## config.mk

```make
export PLATFORM = sky130hd
export DESIGN_NAME = fir_mac_sequencer
export DESIGN_NICKNAME = d
export VERILOG_FILES = /design/src/rtl/fir_pkg.sv /design/src/rtl/fir_tap_mac.sv /design/src/rtl/fir_mac_sequencer.sv
export SDC_FILE = /design/constraint.sdc
export NUM_CORES = 1
export LEC_CHECK = 0
export ABC_CLOCK_PERIOD_IN_PS = 7400
export CAP_MARGIN = 15
export CELL_PAD_IN_SITES_DETAIL_PLACEMENT = 1
export CELL_PAD_IN_SITES_GLOBAL_PLACEMENT = 2
export CORE_MARGIN = 2
export CORE_UTILIZATION = 41
export CTS_CLUSTER_SIZE = 16
export DETAILED_ROUTE_END_ITERATION = 6
export PLACE_DENSITY = 0.83
export SLEW_MARGIN = 15
export SYNTH_ARGS = -nofsm -noshare
export SYNTH_HDL_FRONTEND = slang
export SYNTH_SLANG_ARGS = --single-unit
```

## constraint.sdc

```tcl
create_clock -name clk -period 7.4 [get_ports clk]
set_clock_uncertainty 0.1 [all_clocks]
set_input_delay 1.48 -clock clk [delete_from_list [all_inputs] [get_ports clk]]
set_output_delay 1.48 -clock clk [all_outputs]
set_load 0.03 [all_outputs]
```

## src/rtl/fir_pkg.sv

```systemverilog
// Shared types and helpers for the time-multiplexed FIR sequencer.
package fir_pkg;

  typedef enum logic [1:0] {
    IDLE = 2'd0,
    MAC  = 2'd1,
    OUT  = 2'd2
  } state_e;

  // Result width: full signed product plus enough guard bits for N additions.
  function automatic int acc_width(input int n, input int data_width);
    return 2 * data_width + $clog2(n);
  endfunction

  // (ptr - k) mod n without relying on n being a power of two.
  function automatic int wrap_sub(input int ptr, input int k, input int n);
    return (ptr >= k) ? (ptr - k) : (ptr + n - k);
  endfunction

endpackage

```

## src/rtl/fir_tap_mac.sv

```systemverilog
// Registered signed multiply-accumulate; the sequencer supplies operands and control.
module fir_tap_mac #(
  parameter int DATA_WIDTH = 8,
  parameter int ACC_WIDTH  = 18
) (
  input  logic                         clk,
  input  logic                         rst_n,
  input  logic                         clr,
  input  logic                         en,
  input  logic signed [DATA_WIDTH-1:0] sample,
  input  logic signed [DATA_WIDTH-1:0] coeff,
  output logic signed [ACC_WIDTH-1:0]  acc_next
);

  logic signed [2*DATA_WIDTH-1:0] product;
  logic signed [ACC_WIDTH-1:0]    product_ext;
  logic signed [ACC_WIDTH-1:0]    acc_q;
  logic signed [ACC_WIDTH-1:0]    acc_d;

  assign product     = sample * coeff;
  assign product_ext = {{(ACC_WIDTH - 2 * DATA_WIDTH){product[2*DATA_WIDTH-1]}}, product};
  assign acc_next    = acc_q + product_ext;

  // Clear wins over accumulate; otherwise the running sum is held.
  always_comb begin
    acc_d = acc_q;
    if (clr) begin
      acc_d = '0;
    end else if (en) begin
      acc_d = acc_next;
    end
  end

  // Accumulator register.
  always_ff @(posedge clk or negedge rst_n) begin
    if (!rst_n) begin
      acc_q <= '0;
    end else begin
      acc_q <= acc_d;
    end
  end

endmodule

```

## src/rtl/fir_mac_sequencer.sv

```systemverilog
// N-tap FIR computed one tap per cycle on a single shared MAC.
module fir_mac_sequencer
  import fir_pkg::*;
#(
  parameter  int N          = 4,
  parameter  int DATA_WIDTH = 8,
  localparam int ACC_WIDTH  = acc_width(N, DATA_WIDTH),
  localparam int AW         = $clog2(N)
) (
  input  logic                         clk,
  input  logic                         rst_n,
  input  logic                         cfg_we,
  input  logic [AW-1:0]                cfg_addr,
  input  logic signed [DATA_WIDTH-1:0] cfg_data,
  output logic                         cfg_ready,
  input  logic                         flush,
  input  logic                         in_valid,
  output logic                         in_ready,
  input  logic signed [DATA_WIDTH-1:0] x_in,
  output logic                         out_valid,
  input  logic                         out_ready,
  output logic signed [ACC_WIDTH-1:0]  y_out,
  output logic                         busy
);

  state_e                      state_q, state_d;
  logic [AW-1:0]               wr_ptr_q, wr_ptr_d;
  logic [AW-1:0]               tap_q, tap_d;
  logic signed [DATA_WIDTH-1:0] sample_q [N];
  logic signed [DATA_WIDTH-1:0] sample_d [N];
  logic signed [DATA_WIDTH-1:0] coeff_q  [N];
  logic signed [DATA_WIDTH-1:0] coeff_d  [N];
  logic                        out_valid_q, out_valid_d;
  logic signed [ACC_WIDTH-1:0] y_out_q, y_out_d;

  logic                        mac_clr;
  logic                        mac_en;
  logic [AW-1:0]               rd_idx;
  logic signed [ACC_WIDTH-1:0] mac_sum;

  // Tap k pairs coeff[k] with the sample written k acceptances ago.
  assign rd_idx    = AW'(wrap_sub(int'(wr_ptr_q), int'(tap_q), N));

  assign cfg_ready = (state_q == IDLE);
  assign in_ready  = (state_q == IDLE) && !cfg_we && !flush;
  assign busy      = (state_q != IDLE);
  assign out_valid = out_valid_q;
  assign y_out     = y_out_q;

  fir_tap_mac #(
    .DATA_WIDTH(DATA_WIDTH),
    .ACC_WIDTH (ACC_WIDTH)
  ) u_mac (
    .clk     (clk),
    .rst_n   (rst_n),
    .clr     (mac_clr),
    .en      (mac_en),
    .sample  (sample_q[rd_idx]),
    .coeff   (coeff_q[tap_q]),
    .acc_next(mac_sum)
  );

  // Sequencer next-state: config and flush only act while idle, config first.
  always_comb begin
    state_d     = state_q;
    wr_ptr_d    = wr_ptr_q;
    tap_d       = tap_q;
    sample_d    = sample_q;
    coeff_d     = coeff_q;
    out_valid_d = out_valid_q;
    y_out_d     = y_out_q;
    mac_clr     = 1'b0;
    mac_en      = 1'b0;
    case (state_q)
      IDLE: begin
        if (cfg_we) begin
          if (int'(cfg_addr) < N) begin
            coeff_d[cfg_addr] = cfg_data;
          end
        end else if (flush) begin
          for (int i = 0; i < N; i++) begin
            sample_d[i] = '0;
          end
          wr_ptr_d = '0;
        end else if (in_valid) begin
          sample_d[wr_ptr_q] = x_in;
          tap_d              = '0;
          mac_clr            = 1'b1;
          state_d            = MAC;
        end
      end
      MAC: begin
        mac_en = 1'b1;
        if (tap_q == AW'(N - 1)) begin
          tap_d       = '0;
          y_out_d     = mac_sum;
          out_valid_d = 1'b1;
          wr_ptr_d    = (wr_ptr_q == AW'(N - 1)) ? '0 : wr_ptr_q + AW'(1);
          state_d     = OUT;
        end else begin
          tap_d = tap_q + AW'(1);
        end
      end
      OUT: begin
        if (out_ready) begin
          out_valid_d = 1'b0;
          state_d     = IDLE;
        end
      end
      default: begin
        state_d     = IDLE;
        out_valid_d = 1'b0;
      end
    endcase
  end

  // All sequencer state, buffers and registered outputs; reset abandons any work.
  always_ff @(posedge clk or negedge rst_n) begin
    if (!rst_n) begin
      state_q     <= IDLE;
      wr_ptr_q    <= '0;
      tap_q       <= '0;
      out_valid_q <= 1'b0;
      y_out_q     <= '0;
      for (int i = 0; i < N; i++) begin
        sample_q[i] <= '0;
        coeff_q[i]  <= '0;
      end
    end else begin
      state_q     <= state_d;
      wr_ptr_q    <= wr_ptr_d;
      tap_q       <= tap_d;
      out_valid_q <= out_valid_d;
      y_out_q     <= y_out_d;
      sample_q    <= sample_d;
      coeff_q     <= coeff_d;
    end
  end

endmodule

```

run_1/cell_classes.png
(2 px per um)
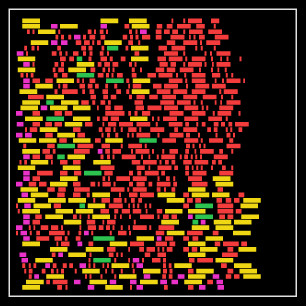
colour	class	cells	share of their area
yellow	flip-flops	107	31%
magenta	other buffers and delay cells	53	5.9%
red	all other logic	575	59%
green	clock drivers and dummy loads	16	3.7%

run_1/metal_stack.png
(2 px per um) Two of the layers only.
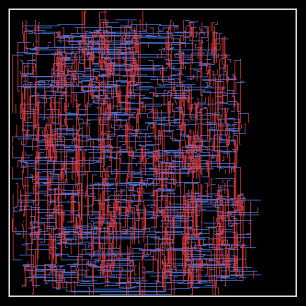
colour	layer	wire length
red	met2	10100 um
blue	met1	9030 um

run_1/met3.png
(2 px per um)
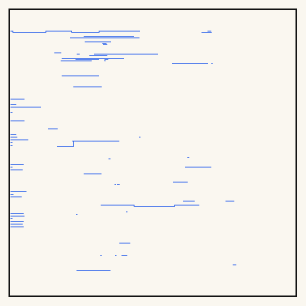
share of all routed wire	2.8%
main direction	horizontal
nets with wire on the layer	48
longest straight run	34.5 um
wire length on this layer	567 um

run_1/final_placement.png
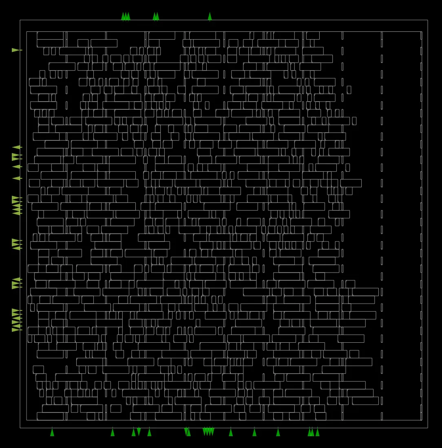
sequential portion of the cell area: 29.8%
Cell Count, Final, Fillers Out: 1011

==> impl_metrics.env, run 1 <==
# flow metrics
export IMPL_overflow=0
export IMPL_wl_per_cell_um=19.9
export IMPL_reg2reg_from="wr_ptr_q[0]"
export IMPL_topCombFamilyByArea="adder cells"
export IMPL_syn2layout_area_growth_pct=13.6
export IMPL_first_pass_iters=4
export IMPL_clk_pin_slew_worst_paths_ns=0.08
export IMPL_openroad_warnings=31
export IMPL_top_area_cell="dfrtp_1"
export IMPL_ys_chip_area_sq_mm=0.00790
export IMPL_fin_crit_sh_pct=92.0
export IMPL_rsz0062_at_grt="no"
export IMPL_ys_seq_share_pct=33.9
export IMPL_cts_buffer_depth=2
export IMPL_placed_cells=995
export IMPL_layout_drive_gt1_share_pct=8.39
export IMPL_cts_htree_levels=3
export IMPL_worstSetupPathType="register to register"
export IMPL_rows=50
export IMPL_synth_simple_area_share_pct=11.6
export IMPL_cts_sinks=107
export IMPL_area_leaders="dfrtp_1 (34%), fa_1 (20%), ha_1 (7.6%)"
export IMPL_ys_sh_aoi_pct=9.90
export IMPL_max_stage_delay_ns=0.61
export IMPL_top_area_share_pct=33.9
export IMPL_ys_async_sr_fraction_pct=100
export IMPL_antenna_found_initial=0
export IMPL_synthesis_area_sq_mm=0.00790
export IMPL_finalSetupViolations=0
export IMPL_drc_errors=0
export IMPL_slowest_stage="and2_1"
export IMPL_crit_required_ns=7.60
export IMPL_hold_viol_final=0
export IMPL_synthCells=701
export IMPL_yosysCellCount=701
export IMPL_dieArea_sq_mm=0.0204
export IMPL_worst_slack_ns=0.589
export IMPL_fp_dieH_um=143
export IMPL_cts_hold_buffers=0
export IMPL_adder_share_pct=27.9
export IMPL_placed_area_sq_mm=0.00865
export IMPL_synth_edff_count=0
export IMPL_cts_tree="built"
export IMPL_drv_slew=0
export IMPL_grt_max_degree=58
export IMPL_diodes=0
export IMPL_drt_iter0_markers=273
export IMPL_drtAntennaViolNets=0
export IMPL_finalSetupTns_ns=0
export IMPL_worst_slew_pin_slew_ns=0.876
export IMPL_reg2reg_depth=22
export IMPL_ys_flops=107
export IMPL_avgViaCountPerCell=5.30
export IMPL_start_kind="register"
export IMPL_maxCapViolations=0
export IMPL_crit_chain="inv_1, ha_1, xor2_1, xnor2_2, mux4_2, and2_1, inv_2, fa_1, inv_1, fa_1, fa_1, fa_1, inv_1, fa_1, inv_1, ha_1, a21oi_1, o21bai_1, o21a_1, o31a_1, or4_1, nand3_1"
export IMPL_min_period_ns=6.81
export IMPL_nNetsFinal=898
export IMPL_hold_path_class="register to register"
export IMPL_min_from="y_out[17]"
export IMPL_vias=5362
export IMPL_worstPathArrival_ns=7.01
export IMPL_stdcell_area_sq_mm=0.00897
export IMPL_yosysUniqueCellTypes=56
export IMPL_grt_pass1_vias=6299
export IMPL_floorplan_nets=853
export IMPL_synthMuxAreaShare_pct=9.25
export IMPL_grt_total_usage_pct=22.0
export IMPL_hpwl_mm=15.9
export IMPL_crit_path_end_kind="register"
export IMPL_ys_dominant_reg_cell="dfrtp_1"
export IMPL_cts_inserted_buffers=9
export IMPL_final_common_cell="dfrtp_1"
export IMPL_post_cts_buffers=0
export IMPL_worstSkewPairLatency_ns=0.37
export IMPL_layout_top_cells="dfrtp_1 (107), inv_1 (94), fa_1 (80)"
export IMPL_relSlewSlack_pct=41.2
export IMPL_yosys_warnings=0
export IMPL_port_buffers=45
export IMPL_post_cts_resized=0
export IMPL_path_common_cell="fa_1"
export IMPL_initial_core_util_pct=41.9
export IMPL_crit_fanout=11
export IMPL_status="finished clean"
export IMPL_place_ws_ns=0.568
export IMPL_whs_path_depth=2
export IMPL_fmax_mhz=147
export IMPL_core_area_sq_mm=0.0188
export IMPL_grt_pass1_wl_mm=34.1
export IMPL_die_width_um=143
export IMPL_avgSynthCellArea_sq_um=11.3
export IMPL_routed_wl_mm=20.1
export IMPL_xor_share_pct=1.98
export IMPL_ios=46
export IMPL_cp_startpoint="wr_ptr_q[0]"
export IMPL_regToRegSetupSlack_ns=0.59
export IMPL_root_buffer="clkbuf_16"
export IMPL_place_congestion=0.815
[run 1: cell usage after synthesis, types with 3 or more instances]
master     instances
clkbuf_1          10
mux4_2            15
xnor2_1            9
and2_1            37
nand2b_1           7
dfrtp_1          107
a21oi_1            8
nor2b_1            4
or4_1              4
and3_1             4
o21bai_1           3
nand2_1           74
nor3_1             5
buf_2              5
a21o_1             3
fa_1              80
o2111ai_1          3
xor2_1             7
mux2_2            10
inv_1             94
buf_1              4
o21ai_0           13
o21ai_1           19
a22o_1            34
ha_1              48
mux2_1            24
nor2_1            15
o31ai_1            7
nand3_1           13
o21a_1             3
[run 1: worst paths after layout]
kind / endpoint
min in group asynchronous: out_valid
hold reg to reg: y_out[17]
hold / removal: y_out[17]
max in group asynchronous: u_mac.acc_q[9]
setup reg to reg: y_out[13]
setup / recovery: y_out[13]
[run 1: sequential cells by signal, indices dropped and copies added (netlist names)]
name and count:
tap_q 2, sample_q 32, y_out 18, out_valid 1, state_q 2, u_mac.acc_q 18, coeff_q 32, wr_ptr_q 2
[run 1: layer usage]
layer / part of all wire [%] / GRT usage (%) / vias up
li1: - / - / 2447
met1: 45 / 29.2 / 2806
met2: 50 / 37.5 / 85
met3: 2.8 / 3.52 / 24
met4: 2.0 / 6.04 / 0
met5: 0 / 0 / -
[run 1: layout make-up]
type | count | area [sq um]
clock buffers | 9 | 225
clock inverters | 7 | 95.1
fillers | 2058 | 9860
inverters | 95 | 357
multi-input cells | 480 | 4790
flip-flops and latches | 107 | 2680
well taps | 260 | 325
repair buffers | 53 | 508
[run 1: kinds of logic (layout without fill, tap and decap cells)]
logic type               count (synthesis)  count (layout)
XOR/XNOR                                17              17
AND-OR/OR-AND                          107             107
multiplexers                            50              50
adder cells (fa/ha/maj)                128             128
flip-flops                             107             107
buffers and inverters                  114             164
AND/OR/NAND/NOR                        178             178
[run 1: through the flow]
| stage | utilization [%] | hold slack [ns] |
|---|---|---|
| global placement | 46.0 | 0.362 |
| floorplan | - | 0.353 |
| CTS | 47.7 | 0.387 |
| global route | 47.7 | 0.410 |
| detailed placement | 46.0 | 0.366 |
| finish | 47.7 | 0.382 |
[run 1: critical path, delay by kind of cell (launching register included)]
family	cells	cell delay (ns)
compound gates	4	0.79
xor+xnor	2	0.44
fa+ha+maj	7	3.12
buf+inv	5	0.33
flops	1	0.43
mux	1	0.34
simple gates	3	1.20
==> run 2, diff against run 1 <==
--- a/config.mk
+++ b/config.mk
@@ -5,15 +5,16 @@
 export SDC_FILE = /design/constraint.sdc
 export NUM_CORES = 1
 export LEC_CHECK = 0
-export ABC_CLOCK_PERIOD_IN_PS = 7400
+export ABC_CLOCK_PERIOD_IN_PS = 5800
 export CAP_MARGIN = 15
 export CELL_PAD_IN_SITES_DETAIL_PLACEMENT = 1
 export CELL_PAD_IN_SITES_GLOBAL_PLACEMENT = 2
 export CORE_MARGIN = 2
-export CORE_UTILIZATION = 41
+export CORE_UTILIZATION = 37
 export CTS_CLUSTER_SIZE = 16
 export DETAILED_ROUTE_END_ITERATION = 6
-export PLACE_DENSITY = 0.83
+export PLACE_DENSITY = 0.79
+export REMOVE_ABC_BUFFERS = 1
 export SLEW_MARGIN = 15
 export SYNTH_ARGS = -nofsm -noshare
 export SYNTH_HDL_FRONTEND = slang
==> constraint.sdc (replaced) <==
create_clock -name clk -period 5.8 [get_ports clk]
set_clock_uncertainty 0.1 [all_clocks]
set_input_delay 1.16 -clock clk [delete_from_list [all_inputs] [get_ports clk]]
set_output_delay 1.16 -clock clk [all_outputs]
set_load 0.03 [all_outputs]
run_2/cell_classes.png
(2 px per um)
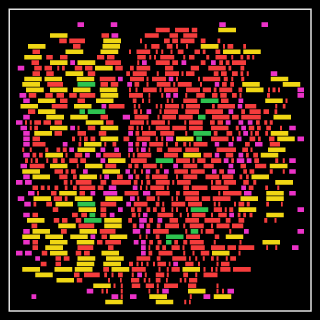
colour	class	cells	share of their area
yellow	flip-flops	107	28%
magenta	other buffers and delay cells	126	12%
red	all other logic	575	58%
green	clock drivers and dummy loads	15	2.9%

==> impl_metrics.env, run 2 <==
# flow metrics
export IMPL_status="finished with violations"
export IMPL_violations="negative setup slack"
export IMPL_syn2layout_area_growth_pct=25.8
export IMPL_ys_dominant_reg_cell="dfrtp_1"
export IMPL_worstSkewPairLatency_ns=0.35
export IMPL_place_congestion=0.847
export IMPL_worst_slew_pin_slew_ns=0.847
export IMPL_min_period_ns=6.03
export IMPL_area_leaders="dfrtp_1 (34%), fa_1 (20%), ha_1 (7.6%)"
export IMPL_cts_buffer_depth=2
export IMPL_first_pass_iters=4
export IMPL_crit_required_ns=5.99
export IMPL_grt_pass1_wl_mm=34.5
export IMPL_maxCapViolations=0
export IMPL_cp_startpoint="wr_ptr_q[0]"
export IMPL_yosysCellCount=701
export IMPL_core_area_sq_mm=0.0210
export IMPL_drc_errors=0
export IMPL_yosysUniqueCellTypes=56
export IMPL_cts_tree="built"
export IMPL_hold_path_class="register to register"
export IMPL_rows=53
export IMPL_layout_top_cells="dfrtp_1 (107), inv_1 (87), fa_1 (72)"
export IMPL_grt_max_degree=66
export IMPL_fmax_mhz=166
export IMPL_diodes=0
export IMPL_cts_htree_levels=3
export IMPL_wl_per_cell_um=19.3
export IMPL_finalCoreUtilization_pct=47.4
export IMPL_top_regs="coeff_q (32), sample_q (32)"
export IMPL_top_area_cell="dfrtp_1"
export IMPL_start_kind="register"
export IMPL_dieArea_sq_mm=0.0225
export IMPL_clk_pin_slew_worst_paths_ns=0.08
export IMPL_hpwl_mm=15.7
export IMPL_ios=46
export IMPL_fin_crit_sh_pct=104
export IMPL_port_buffers=45
export IMPL_finalSetupViolations=12
export IMPL_drv_slew=0
export IMPL_grt_pass1_vias=6320
export IMPL_antenna_found_initial=0
export IMPL_yosys_top_cells_count="dfrtp_1 (107), inv_1 (94), fa_1 (80)"
export IMPL_synthesis_area_sq_mm=0.00790
export IMPL_cts_inserted_buffers=9
export IMPL_worstSetupPathType="register to register"
export IMPL_openroad_warnings=32
export IMPL_regToRegSetupSlack_ns=-0.23
export IMPL_crit_fanout=7
export IMPL_final_common_cell="dfrtp_1"
export IMPL_hold_viol_final=0
export IMPL_ys_seq_share_pct=33.9
export IMPL_die_width_um=150
export IMPL_overflow=0
export IMPL_vias=5620
export IMPL_avgSynthCellArea_sq_um=11.3
export IMPL_ys_async_sr_fraction_pct=100
export IMPL_worstPathArrival_ns=6.22
export IMPL_top_area_share_pct=33.9
export IMPL_worst_slack_ns=-0.231
export IMPL_cts_sinks=107
export IMPL_rsz0062_at_grt="yes"
export IMPL_yosys_warnings=0
export IMPL_reg2reg_from="wr_ptr_q[0]"
export IMPL_top_cell="dfrtp_1"
export IMPL_synth_edff_count=0
export IMPL_routed_wl_mm=21.2
## run 2: cell types whose count changed in the layout (fill, tap and decap cells not counted), moves of 8 or more
cell | previous run | this run
buf_4 | 9 | 71
fa_2 | 0 | 8
buf_6 | 0 | 10
ha_1 | 48 | 34
ha_4 | 0 | 11
fa_1 | 80 | 72
## run 2: how the worst min path moves through the flow
stage	startpoint	endpoint	slack, ns	cells after the start
6_report	y_out[4]	y_out[4]	0.38	2
5_1_grt	y_out[5]	y_out[5]	0.40	2
4_1_cts	y_out[4]	y_out[4]	0.38	2
3_5_place_dp	y_out[4]	y_out[4]	0.36	2
3_3_place_gp	y_out[1]	y_out[1]	0.36	2
2_1_floorplan	coeff_q[16]	coeff_q[16]	0.35	1
## run 2: logic make-up (layout without fill, tap and decap cells)
group | Yosys count | in the layout | synth area share [%]
AND-OR/OR-AND | 107 | 107 | 9.90
buffers and inverters | 114 | 236 | 5.50
adder cells (fa/ha/maj) | 128 | 128 | 27.9
flip-flops | 107 | 107 | 33.9
AND/OR/NAND/NOR | 178 | 178 | 11.6
multiplexers | 50 | 50 | 9.25
XOR/XNOR | 17 | 17 | 1.98
## run 2: repair_timing
action,CTS,global route
setup buffers,13,7
hold endpoints to repair,0,0
gates resized,54,33
endpoints found under the setup margin,18,18
pin swaps,48,24
## run 2: final cells by class
cell class | instances | area, sq um
Inverter | 95 | 357
Fill cell | 2271 | 11000
Sequential cell | 107 | 2680
Multi-Input combinational cell | 480 | 5170
Clock buffer | 9 | 225
Clock inverter | 6 | 57.6
Timing Repair Buffer | 126 | 1110
Tap cell | 275 | 344
## run 2: layer usage
layer	part of all wire [%]	track usage, %	wire length (um)	vias up
met2	50	34.3	10600	106
met4	1.6	5.00	337	0
met3	3.9	3.18	820	23
met5	0	0	0	-
met1	45	27.0	9420	2900
li1	-	-	-	2591
## run 2: worst max-delay path: stages (launching register included)
cell and delay, ns:
dfrtp_1 0.37, inv_2 0.06, ha_4 0.17, xor2_4 0.15, xnor2_2 0.15, buf_6 0.16, buf_4 0.13, mux4_2 0.31
buf_6 0.13, nand2_2 0.06, fa_1 0.57, inv_2 0.04, fa_1 0.50, fa_1 0.43, fa_1 0.52, inv_2 0.04
fa_1 0.52, inv_2 0.05, ha_4 0.23, a21oi_4 0.14, o21bai_4 0.11, o21a_1 0.20, o31a_1 0.29, or4_1 0.43
nand3_1 0.10
## run 2: per-stage QoR
step           area (sq um)  hold slack (ns)  setup TNS [ns]  std cells
5_1_grt                9940            0.402           -4.40       1098
2_1_floorplan          7820            0.353           -8.98        682
4_1_cts                9720            0.382           -2.21       1092
6_report               9940            0.379           -1.71       1098
3_3_place_gp           9090            0.356           -3.45       1064
3_5_place_dp           9090            0.361           -6.56       1064
==> run 3, diff against run 2 <==
--- a/config.mk
+++ b/config.mk
@@ -9,6 +9,7 @@
 export CAP_MARGIN = 15
 export CELL_PAD_IN_SITES_DETAIL_PLACEMENT = 1
 export CELL_PAD_IN_SITES_GLOBAL_PLACEMENT = 2
+export CORE_ASPECT_RATIO = 1.75
 export CORE_MARGIN = 2
 export CORE_UTILIZATION = 37
 export CTS_CLUSTER_SIZE = 16
run_3/final_placement.png
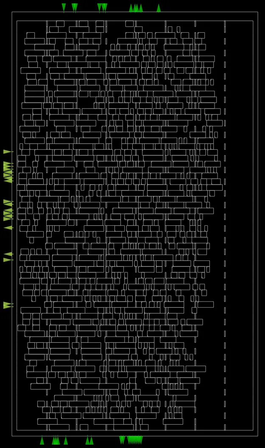
tap cell count: 252
site row count: 70
Cell Count, Final, Fillers Out: 1077
sequential portion of the cell area: 26.8%

==> impl_metrics.env, run 3 <==
# flow metrics
export IMPL_finalCoreUtilization_pct=47.7
export IMPL_routed_wl_mm=23.2
export IMPL_reg2reg_from="wr_ptr_q[0]"
export IMPL_rsz0062_at_grt="yes"
export IMPL_hold_ws_ns=0.384
export IMPL_place_congestion=0.861
export IMPL_openroad_warnings=32
export IMPL_syn2layout_area_growth_pct=26.4
export IMPL_grt_pass1_vias=6905
export IMPL_fmax_mhz=164
export IMPL_ios=46
export IMPL_drtAntennaViolNets=0
export IMPL_layout_drive_gt1_share_pct=24.5
export IMPL_diodes=0
export IMPL_top_cell="dfrtp_1"
export IMPL_reg2reg_depth=23
export IMPL_drv_slew=0
export IMPL_r2r_end="u_mac.acc_q[13]"
export IMPL_placed_area_sq_mm=0.00916
export IMPL_nFillCells=2227
export IMPL_status="finished with violations"
export IMPL_die_width_um=114
export IMPL_crit_path_end="u_mac.acc_q[13]"
export IMPL_ys_async_sr_fraction_pct=100
export IMPL_nNetsFinal=972
export IMPL_area_leaders="dfrtp_1 (34%), fa_1 (20%), ha_1 (7.6%)"
export IMPL_ys_chip_area_sq_mm=0.00790
export IMPL_root_buffer="clkbuf_16"
export IMPL_layout_top_cells="dfrtp_1 (107), inv_1 (85), fa_1 (74)"
export IMPL_grt_pass1_wl_mm=37.4
export IMPL_regToRegSetupSlack_ns=-0.29
export IMPL_worstSetupPathType="register to register"
export IMPL_dieArea_sq_mm=0.0226
export IMPL_finalSetupViolations=13
export IMPL_first_pass_iters=4
export IMPL_maxCapViolations=0
export IMPL_vias=5772
export IMPL_yosysCellCount=701
export IMPL_clk_pin_slew_worst_paths_ns=0.08
export IMPL_fp_dieH_um=197
export IMPL_crit_required_ns=5.99
export IMPL_avgSynthCellArea_sq_um=11.3
export IMPL_overflow=0
export IMPL_violations="negative setup slack"
export IMPL_wl_per_cell_um=21.6
export IMPL_crit_fanout=7
export IMPL_crit_path_end_kind="register"
export IMPL_hpwl_mm=17.9
export IMPL_synthesis_area_sq_mm=0.00790
export IMPL_fin_crit_sh_pct=105
export IMPL_whs_path_depth=2
export IMPL_drc_errors=0
export IMPL_worst_slack_ns=-0.294
export IMPL_cts_tree="built"
export IMPL_worstSkewPairLatency_ns=0.36
export IMPL_grt_total_usage_pct=21.8
export IMPL_finalSetupTns_ns=-1.74
export IMPL_initial_core_util_pct=37.7
export IMPL_worstPathArrival_ns=6.29
export IMPL_synth_edff_count=0
export IMPL_worst_slew_pin_slew_ns=1.13
export IMPL_hold_viol_final=0
export IMPL_yosysUniqueCellTypes=56
export IMPL_cts_sinks=107
export IMPL_core_area_sq_mm=0.0209
export IMPL_top_area_share_pct=33.9
export IMPL_final_common_cell="dfrtp_1"
export IMPL_cts_buffer_depth=2
[run 3: cell counts after synthesis]
No cell type changed its count.
[run 3: worst min path at each step]
stage	from	end	slack (ns)
2_1_floorplan	coeff_q[16]	coeff_q[16]	0.35
3_3_place_gp	y_out[5]	y_out[5]	0.36
3_5_place_dp	y_out[5]	y_out[5]	0.37
4_1_cts	y_out[1]	y_out[1]	0.39
5_1_grt	coeff_q[14]	coeff_q[14]	0.41
6_report	y_out[1]	y_out[1]	0.38
[run 3: critical path, cell delays in order, from the launching register on]
cell and delay (ns):
dfrtp_1 0.38, inv_2 0.07, ha_4 0.16, xor2_2 0.18
xnor2_2 0.17, buf_6 0.16, buf_6 0.09, mux4_2 0.40
nand2_2 0.10, fa_1 0.41, inv_1 0.08, fa_1 0.44
fa_1 0.51, fa_1 0.51, inv_1 0.05, fa_1 0.52
inv_2 0.05, ha_4 0.23, a21oi_4 0.14, o21bai_4 0.08
o21a_1 0.20, o31a_1 0.35, or4_1 0.54, nand3_1 0.10
[run 3: cells by family (layout without fill, tap and decap cells)]
| kind of cell | count (synthesis) | in the layout | synth area share (%) |
|---|---|---|---|
| DFF | 107 | 107 | 33.9 |
| and+or+nand+nor | 178 | 178 | 11.6 |
| adders and majority gates | 128 | 128 | 27.9 |
| xor gates and xnor gates | 17 | 17 | 1.98 |
| buffers and inverters | 114 | 238 | 5.50 |
| AOI/OAI and AO/OA | 107 | 107 | 9.90 |
| muxes | 50 | 50 | 9.25 |
[run 3: cell type report]
cell class	count	area [sq um]	share of cell area, %
multi-input cells	480	5200	52.1
flip-flops and latches	107	2680	26.8
repair buffers	127	1140	11.4
inverters	95	357	3.57
well taps	252	315	3.16
clock buffers	9	225	2.26
clock inverters	7	70.1	0.702
[run 3: metrics by stage]
stage	worst slack (ns)	instances
2_1_floorplan	-0.815	682
3_3_place_gp	-0.377	1053
3_5_place_dp	-0.551	1053
4_1_cts	-0.242	1075
5_1_grt	-0.480	1077
6_report	-0.294	1077
[run 3: routing by layer]
metal / part of all wire [%] / routed length (um) / up-vias / GRT usage, %
li1: - / - / 2579 / -
met1: 37 / 8680 / 3064 / 24.0
met3: 2.0 / 464 / 30 / 1.72
met4: 2.5 / 584 / 0 / 7.81
met5: 0 / 0 / - / 0
met2: 58 / 13500 / 99 / 42.5
[run 3: repair_timing]
action                                  in CTS  in global routing
endpoints found under the hold margin        0                  0
hold buffers                                 0                  0
endpoints found under the setup margin      20                 20
pin swaps                                   53                 23
buffers inserted                             7                  3
gates resized                               65                 28
